$ cat src/rtl/seq_det_param.sv
// Runtime-programmable serial pattern detector: compares the last `len` sampled
// bits of `x` against a loaded pattern and counts matches with saturation.
module seq_det_param #(
  parameter int          MAX_LEN     = 8,
  parameter int          CNT_W       = 8,
  parameter logic [31:0] DEF_PATTERN = 32'b0001_0010,
  parameter int          DEF_LEN     = 5,
  parameter bit          DEF_OVERLAP = 1'b1,
  localparam int         LEN_W       = $clog2(MAX_LEN + 1)
) (
  input  logic               clk,
  input  logic               rst,
  input  logic               en,
  input  logic               x,
  input  logic               cfg_load,
  input  logic [MAX_LEN-1:0] cfg_pattern,
  input  logic [LEN_W-1:0]   cfg_len,
  input  logic               cfg_overlap,
  input  logic               cnt_clr,
  output logic               match,
  output logic [CNT_W-1:0]   match_cnt,
  output logic               cfg_err
);

  localparam logic [CNT_W-1:0] CNT_MAX = {CNT_W{1'b1}};

  logic [MAX_LEN-1:0] pattern_reg;
  logic [LEN_W-1:0]   len_reg;
  logic               overlap_reg;
  logic [MAX_LEN-1:0] hist_reg;
  logic [LEN_W-1:0]   fill_reg;

  logic [MAX_LEN-1:0] hist_next;
  logic [LEN_W-1:0]   fill_next;
  logic [MAX_LEN-1:0] len_mask;
  logic               cfg_legal;
  logic               hit;
  logic [CNT_W-1:0]   cnt_next;

  // Only the low len_reg bits of the history take part in the compare.
  genvar gi;
  generate
    for (gi = 0; gi < MAX_LEN; gi++) begin : g_mask
      localparam logic [LEN_W-1:0] BIT_IDX = LEN_W'(gi);
      assign len_mask[gi] = (BIT_IDX < len_reg);
    end
  endgenerate

  assign cfg_legal = (cfg_len >= LEN_W'(2)) && (cfg_len <= LEN_W'(MAX_LEN));
  assign hist_next = {hist_reg[MAX_LEN-2:0], x};
  assign fill_next = (fill_reg >= len_reg) ? len_reg : fill_reg + LEN_W'(1);
  assign hit       = en && !cfg_load && (fill_next == len_reg) &&
                     (((hist_next ^ pattern_reg) & len_mask) == '0);

  always_comb begin
    cnt_next = match_cnt;
    if (cnt_clr)
      cnt_next = hit ? CNT_W'(1) : '0;
    else if (hit && match_cnt != CNT_MAX)
      cnt_next = match_cnt + CNT_W'(1);
  end

  always_ff @(posedge clk or negedge rst) begin
    if (!rst) begin
      pattern_reg <= DEF_PATTERN[MAX_LEN-1:0];
      len_reg     <= LEN_W'(DEF_LEN);
      overlap_reg <= DEF_OVERLAP;
      hist_reg    <= '0;
      fill_reg    <= '0;
      match       <= 1'b0;
      match_cnt   <= '0;
      cfg_err     <= 1'b0;
    end else begin
      match     <= hit;
      match_cnt <= cnt_next;
      cfg_err   <= cfg_load && !cfg_legal;
      if (cfg_load) begin
        if (cfg_legal) begin
          pattern_reg <= cfg_pattern;
          len_reg     <= cfg_len;
          overlap_reg <= cfg_overlap;
          hist_reg    <= '0;
          fill_reg    <= '0;
        end
      end else if (en) begin
        hist_reg <= hist_next;
        // Non-overlapping mode discards the matched bits so the next hit needs len fresh bits.
        if (hit)
          fill_reg <= overlap_reg ? len_reg : '0;
        else
          fill_reg <= fill_next;
      end
    end
  end

endmodule
$ cat config.mk
export PLATFORM = sky130hd
export DESIGN_NAME = seq_det_param
export DESIGN_NICKNAME = d
export VERILOG_FILES = /design/src/rtl/seq_det_param.sv
export SDC_FILE = /design/constraint.sdc
export NUM_CORES = 1
export LEC_CHECK = 0
export ABC_AREA = 1
export CORE_ASPECT_RATIO = 1.75
export CORE_UTILIZATION = 54
export DETAILED_ROUTE_END_ITERATION = 12
export GPL_ROUTABILITY_DRIVEN = 1
export GPL_TIMING_DRIVEN = 0
export PLACE_DENSITY = 0.79
export RECOVER_POWER = 100
export SETUP_SLACK_MARGIN = 0.05
export SYNTH_ARGS = -nofsm -noshare
export SYNTH_HDL_FRONTEND = slang
export SYNTH_SLANG_ARGS = --single-unit
export TNS_END_PERCENT = 30
$ cat constraint.sdc
create_clock -name clk -period 2.3 [get_ports clk]
set_input_delay 0.46 -clock clk [delete_from_list [all_inputs] [get_ports clk]]
set_output_delay 0.46 -clock clk [all_outputs]
set_load 0.01 [all_outputs]
==> flow_metrics.tcl, run 1 <==
# flow metrics
set metrics [dict create \
    run_status "complete, but fails checks" \
    violations "capacitance limit, slew limit" \
    most_common_cell "sky130_fd_sc_hd__nand2_1" \
    placement.io_buffers 27 \
    setup-tns-final_ns 0 \
    ff2ff_setup_slack_ns 0.16 \
    gp_congestion 0.8429 \
    final-setup-viol-count 0 \
    worst_setup_path_start_kind "flip-flop" \
    yosys_register_bits 34 \
    cp_data_required_time_ns 2.53 \
    maxClockFrequency_ghz 0.4663 \
    vias_in_the_first_global_route 1913 \
    design.portCount 29 \
    fp-utilization 0.5686 \
    final_layout_size_suffix_gt1_frac 0.1472 \
    finalHoldViolations 0 \
    final-clk-cell-share 0.03497 \
    synth_warnings 0 \
    buffer_levels_on_the_longest_clock_path 2 \
    cts.clk_slew.worst_paths_ns 0.08 \
    internal_power_mw 1.325 \
    netlist.area_leader.share 0.3517 \
    layout.area.seq_um2 859.6 \
    ys_seq_share 0.4154 \
    cp_num_cells 12 \
    cts_tree "done" \
    r2r.worst_path.cells 12 \
    final.period_utilization 0.9323 \
    grt_max_degree 35 \
    cts_inserted_buffers 5 \
    die_height_um 83.77 \
    final.hold.worst_slack_ns 0.4923 \
    layout.cells.largest_class "multi-input combinational cells" \
    postLayoutCoreUtil 0.7100 \
    clkPwrFrac 0.194 \
    power.switching_mw 0.9794 \
    initial_antenna_violation_count 0 \
    drt_wl_total_um 4738 \
    fp.coreArea_mm2 0.003628 \
    layout.nonclk_buf_frac 0.1263 \
    warning_total_across_the_stage_logs 26 \
    hold-path-cell-count 2 \
    top_cells_by_count "sky130_fd_sc_hd__nand2_1, sky130_fd_sc_hd__inv_1, sky130_fd_sc_hd__dfrtp_1" \
    syn_area_mm2 0.002063 \
    final_critical_path_setup_slack_ns 0.1556 \
    seq_cell_power_mw 0.805 \
    cellPowerDensity_mw_per_mm2 894.5 \
    cp-endpoint "match_cnt[2]$_DFFE_PN0P_" \
    final-max-slew-violation-count 35 \
    rsz_0062_raised_after_global_routing "no" \
    endpoint_kind "flip-flop" \
    cap_violations 1 \
]
run 1: per-layer routing:
| metal | vias up | track usage | wire length (um) |
|---|---|---|---|
| met5 | - | 0 | 0 |
| met2 | 35 | 0.4735 | 2553 |
| met3 | 7 | 0.05100 | 128 |
| met4 | 0 | 0.1096 | 85 |
| met1 | 887 | 0.2976 | 1972 |
| li1 | 997 | - | - |
run 1: per-stage QoR:
stage | cell area, um2 | instances
after floorplan | 2063 | 284
after global placement | 2391 | 357
after detailed placement | 2386 | 357
after CTS | 2491 | 367
after global routing | 2576 | 372
final | 2576 | 372
run 1: repair_timing:
action                                  in CTS  in global routing
resized                                      0                 12
hold buffers                                 0                  0
endpoints found under the setup margin       7                 12
setup buffers                                2                  4
pin swaps                                    2                  7
cloned                                       0                  1
**Run 1: gate families picked out**

The bar under the picture is 10 um long.
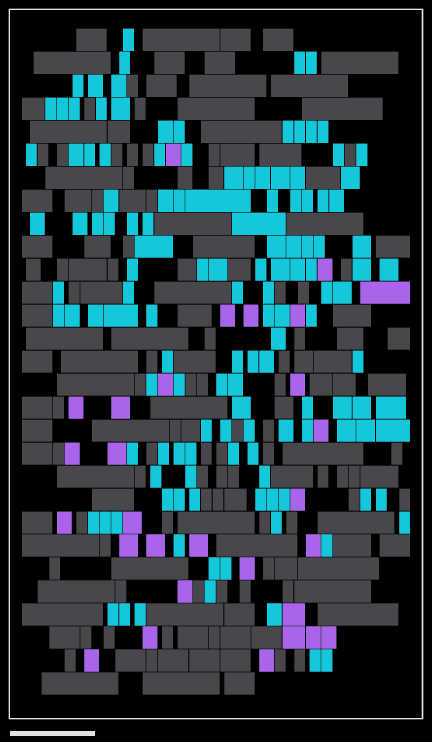
[inverting AOI/OAI gates] purple | cells: 29 | most used: a21oi_1
[NAND gates] cyan | cells: 133 | most used: nand2_1
final instance count without filler cells: 372
fraction of standard cell area in multi-input logic: 0.4177
Top cell excl fill/tap: sky130_fd_sc_hd__nand2_1

**Run 1: clock routing**

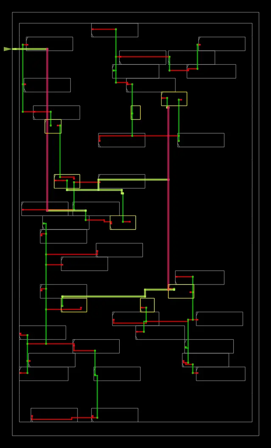
worst clock skew on the final layout: 0.01097 ns
sequential cells: 34
Sink Count: 34
P_clk: 0.447 mW
CLK BUF: 5

**Run 1: pin map**

Pins as bars across the die edge, other pins in grey.
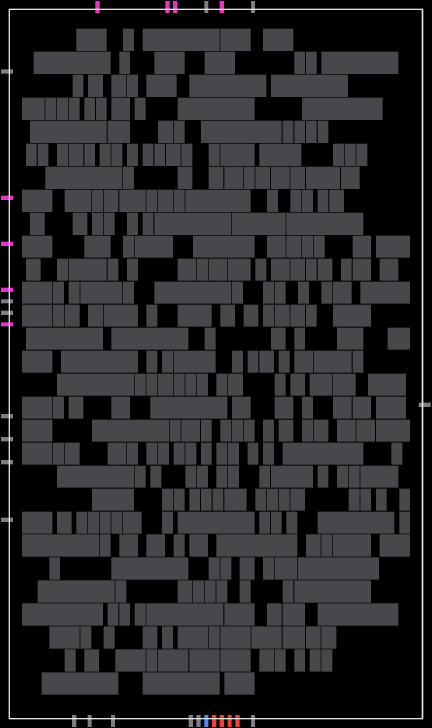
[`cfg_len`] red | pins: 4 | direction: input | edge: south
[`match_cnt`] magenta | pins: 8 | direction: output | edge: 4 west, 4 north
[`x`] blue | pins: 1 | direction: input | edge: south

**Run 1: sequential cells grouped by signal name**

The bar under the picture is 10 um long. Other sequential cells in the stronger grey, the rest of the logic in the fainter grey.
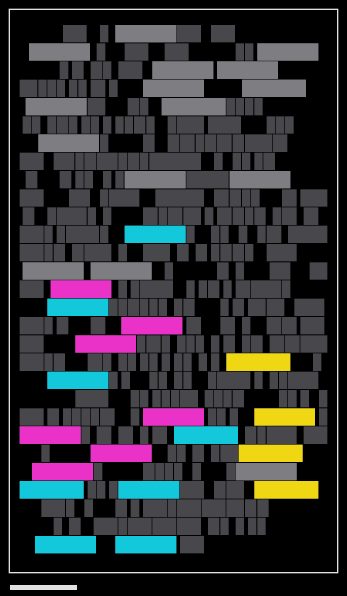

==> run 2, diff against run 1 <==
--- a/config.mk
+++ b/config.mk
@@ -6,6 +6,7 @@
 export NUM_CORES = 1
 export LEC_CHECK = 0
 export ABC_AREA = 1
+export CAP_MARGIN = 20
 export CORE_ASPECT_RATIO = 1.75
 export CORE_UTILIZATION = 54
 export DETAILED_ROUTE_END_ITERATION = 12
==> constraint.sdc (replaced) <==
create_clock -name clk -period 2.3 [get_ports clk]
set_input_delay 0.23 -clock clk [delete_from_list [all_inputs] [get_ports clk]]
set_output_delay 0.23 -clock clk [all_outputs]
set_load 0.01 [all_outputs]
**Run 2: sequential cells grouped by signal name**

The bar under the picture is 10 um long. Other sequential cells in the stronger grey, the rest of the logic in the fainter grey.
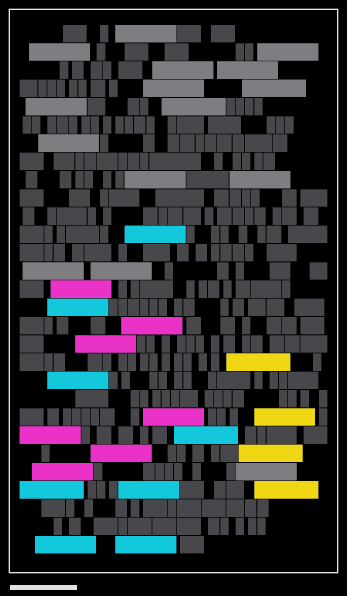
[`pattern_reg`] cyan | placed flops: 8
[`hist_reg`] magenta | placed flops: 7
[`len_reg`] yellow | placed flops: 4 | where: south-east
not coloured: 15
sequential portion of the cell area: 0.3340
final core utilization: 0.7093

==> run 2 against run 1 <==
Compared with the run above: the flow still finishes with violations (capacitance limit, slew limit); register-to-register slack hardly changed; area after synthesis stayed put; fmax is 0.17% higher; setup slack better by 0.0036 ns; first-iteration DRC count is 3.5% lower; combinational power hardly changed; non-clock buffer count stayed put; power is 0.12% lower; via count is 0.42% lower; final area hardly changed; flip-flop count stayed put; die area stayed put; largest cell class unchanged; highest routed layer unchanged.
==> flow_metrics.tcl, run 2 <==
# flow metrics
set metrics [dict create \
    run_status "complete, but fails checks" \
    violations "capacitance limit, slew limit" \
    layout.area.seq_um2 859.6 \
    wire_length_on_met2_um 2542 \
    cap_violations 1 \
    internal_power_mw 1.325 \
    warning_total_across_the_stage_logs 26 \
    final-max-slew-violation-count 35 \
    hold-path-cell-count 4 \
    die_height_um 83.77 \
    groute.layer.met3.usage 0.05100 \
    final_layout_size_suffix_gt1_frac 0.1442 \
    worst_setup_path_start_kind "flip-flop" \
    top_cells_by_count "sky130_fd_sc_hd__nand2_1, sky130_fd_sc_hd__inv_1, sky130_fd_sc_hd__dfrtp_1" \
    cts_repair_resize_count 0 \
    placement.io_buffers 27 \
    initial_antenna_violation_count 0 \
    fp.coreArea_mm2 0.003628 \
    seq_cell_power_mw 0.804 \
    cts.hold.buffers_added 0 \
    design.portCount 29 \
    highest_routing_layer_actually_used "met4" \
    synth_warnings 0 \
    cp_data_required_time_ns 2.53 \
    wl_met1_um 1967 \
    placed_area_mm2 0.002386 \
    fp-utilization 0.5686 \
    ff2ff_setup_slack_ns 0.16 \
    final.period_utilization 0.9308 \
    routed-wl-met3_um 133 \
    tritoncts_num_sinks 34 \
    layout_top_cell "sky130_fd_sc_hd__nand2_1" \
    r2r.worst_path.cells 12 \
    final-setup-viol-count 0 \
    finalHoldViolations 0 \
    grtUsageMet1 0.2976 \
    ys_seq_share 0.4154 \
    most_common_cell "sky130_fd_sc_hd__nand2_1" \
    netlist.area_leader.share 0.3517 \
    cts_inserted_buffers 5 \
    gp_congestion 0.8429 \
    cellPowerDensity_mw_per_mm2 894.2 \
    endpoint_kind "flip-flop" \
    cts.repair_timing.setup_buffer_count 2 \
    vias_in_the_first_global_route 1913 \
    yosys_register_bits 34 \
    dpl.cell_count 357 \
    buffer_levels_on_the_longest_clock_path 2 \
    clkPwrFrac 0.194 \
    instances_no_fill 372 \
    timing.clock.skew_ns 0.01084 \
    rsz_0062_raised_after_global_routing "no" \
    final_design_area_no_fill_mm2 0.002574 \
    final.hold.worst_slack_ns 0.3311 \
    drt_wl_total_um 4728 \
    clock_power_mw 0.446 \
]
==> run 2: cell counts after synthesis <==
Identical to the previous run, type by type.
==> run 2: worst max path at each step <==
stage	endpoint	slack [ns]	depth (start not counted)
global placement	match_cnt[4]$_DFFE_PN0P_	0.03	14
global route	match_cnt[0]$_DFFE_PN0P_	0.02	12
detailed placement	match_cnt[5]$_DFFE_PN0P_	0.02	14
CTS	match_cnt[5]$_DFFE_PN0P_	0.07	12
floorplan	match_cnt[3]$_DFFE_PN0P_	0.33	14
finish	match_cnt[2]$_DFFE_PN0P_	0.16	12
==> run 2: layout make-up <==
class                      count  share of cell area
buffer                         3            0.004861
clock buffer                   5             0.02674
clock inverter                 3            0.008264
inverter                      44             0.06514
multi-input combinational    204              0.4171
sequential                    34              0.3340
tap                           46             0.02236
timing repair buffer          33              0.1215
**Run 2: signal wires by layer**

Only two layers are drawn.
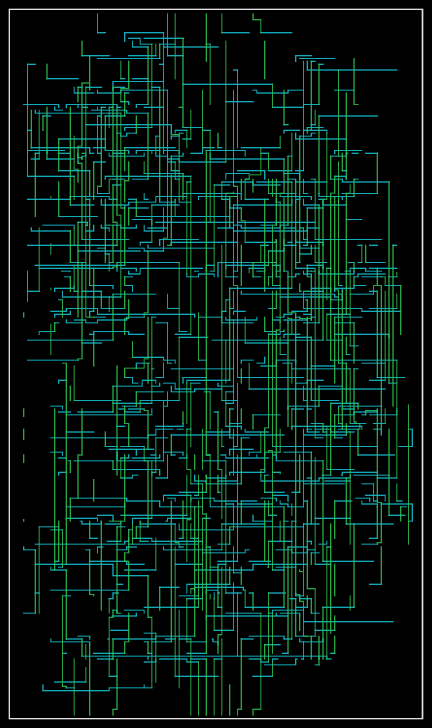

==> run 3, diff against run 2 <==
--- a/config.mk
+++ b/config.mk
@@ -7,12 +7,14 @@
 export LEC_CHECK = 0
 export ABC_AREA = 1
 export CAP_MARGIN = 20
+export CELL_PAD_IN_SITES_DETAIL_PLACEMENT = 0
+export CELL_PAD_IN_SITES_GLOBAL_PLACEMENT = 1
 export CORE_ASPECT_RATIO = 1.75
-export CORE_UTILIZATION = 54
+export CORE_UTILIZATION = 39
 export DETAILED_ROUTE_END_ITERATION = 12
 export GPL_ROUTABILITY_DRIVEN = 1
 export GPL_TIMING_DRIVEN = 0
-export PLACE_DENSITY = 0.79
+export PLACE_DENSITY_LB_ADDON = 0.1
 export RECOVER_POWER = 100
 export SETUP_SLACK_MARGIN = 0.05
 export SYNTH_ARGS = -nofsm -noshare
==> constraint.sdc (replaced) <==
create_clock -name clk -period 2.31 [get_ports clk]
set_input_delay 0.231 -clock clk [delete_from_list [all_inputs] [get_ports clk]]
set_output_delay 0.231 -clock clk [all_outputs]
set_load 0.01 [all_outputs]
**Run 3: signal wires by layer**

Only two layers are drawn.
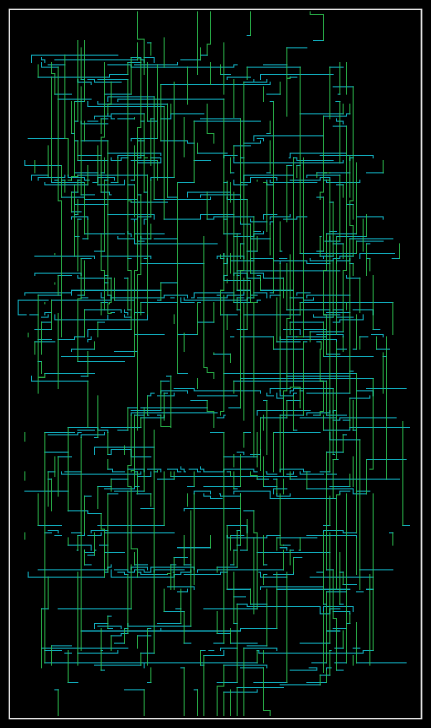
[metal 1] cyan | wire length: 2,140 um
[metal 2] green | wire length: 2,610 um

==> run 3 against run 2 <==
Compared with the run above: the run still ends with capacitance limit, slew limit left; flip-flop count unchanged; setup slack gained 0.0098 ns; largest power group unchanged; highest routed layer unchanged; routed wire length up 6.8%.
==> flow_metrics.tcl, run 3 <==
# flow metrics
set metrics [dict create \
    final-max-slew-violation-count 35 \
    final_design_area_no_fill_mm2 0.002600 \
    cellPowerDensity_mw_per_mm2 908.9 \
    fp.coreArea_mm2 0.005020 \
    most_common_cell "sky130_fd_sc_hd__nand2_1" \
    highest_routing_layer_actually_used "met4" \
    layout.area.seq_um2 860.8 \
    fp-utilization 0.4110 \
    run_status "complete, but fails checks" \
    warning_total_across_the_stage_logs 28 \
    worst_setup_path_start_kind "flip-flop" \
    instances_no_fill 379 \
    die_height_um 98.22 \
    syn_area_mm2 0.002063 \
    final_layout_size_suffix_gt1_frac 0.1477 \
    wire_length_on_met2_um 2612 \
    ys_seq_share 0.4154 \
    layout_top_cell "sky130_fd_sc_hd__nand2_1" \
    netlist.area_leader.share 0.3517 \
    cts.repair_timing.setup_buffer_count 0 \
    final-setup-viol-count 0 \
    final.period_utilization 0.9268 \
    clkPwrFrac 0.238 \
    groute.layer.met3.usage 0.03311 \
    cts.hold.buffers_added 0 \
    endpoint_kind "flip-flop" \
    internal_power_mw 1.402 \
    design.portCount 29 \
    postLayoutCoreUtil 0.5179 \
    cts_repair_resize_count 1 \
    violations "capacitance limit, slew limit" \
    cp_num_cells 12 \
    setup-tns-final_ns 0 \
    cap_violations 1 \
    final.hold.worst_slack_ns 0.3248 \
    placement.io_buffers 27 \
    tritoncts_num_sinks 34 \
    dpl.cell_count 365 \
    finalHoldViolations 0 \
    cp_data_required_time_ns 2.49 \
    yosys_register_bits 34 \
    final_critical_path_setup_slack_ns 0.1690 \
]
==> run 3: cell count changes in the layout (fill, tap and decap cells not counted), sizes merged <==
cell      delta
clkinv       -2
buf          -1
bufinv       +1
clkinvlp     +1
==> run 3: power by group through the flow <==
stage,Combinational [mW],Clock (mW),Sequential (mW)
2_1_floorplan,0.645,0,0.779
3_3_place_gp,0.841,0,0.808
3_5_place_dp,0.844,0,0.807
4_1_cts,0.883,0.581,0.796
5_1_grt,1.14,0.605,0.808
6_report,1.00,0.563,0.795
==> run 3: layout make-up <==
class,instances,area share
tap,54,0.02599
sequential,34,0.3311
multi-input combinational,204,0.4139
timing repair buffer,32,0.1160
clock inverter,3,0.01732
buffer,3,0.004812
inverter,44,0.06449
clock buffer,5,0.02647
Power figures rest on the tool's default switching activity, not on a simulated workload.
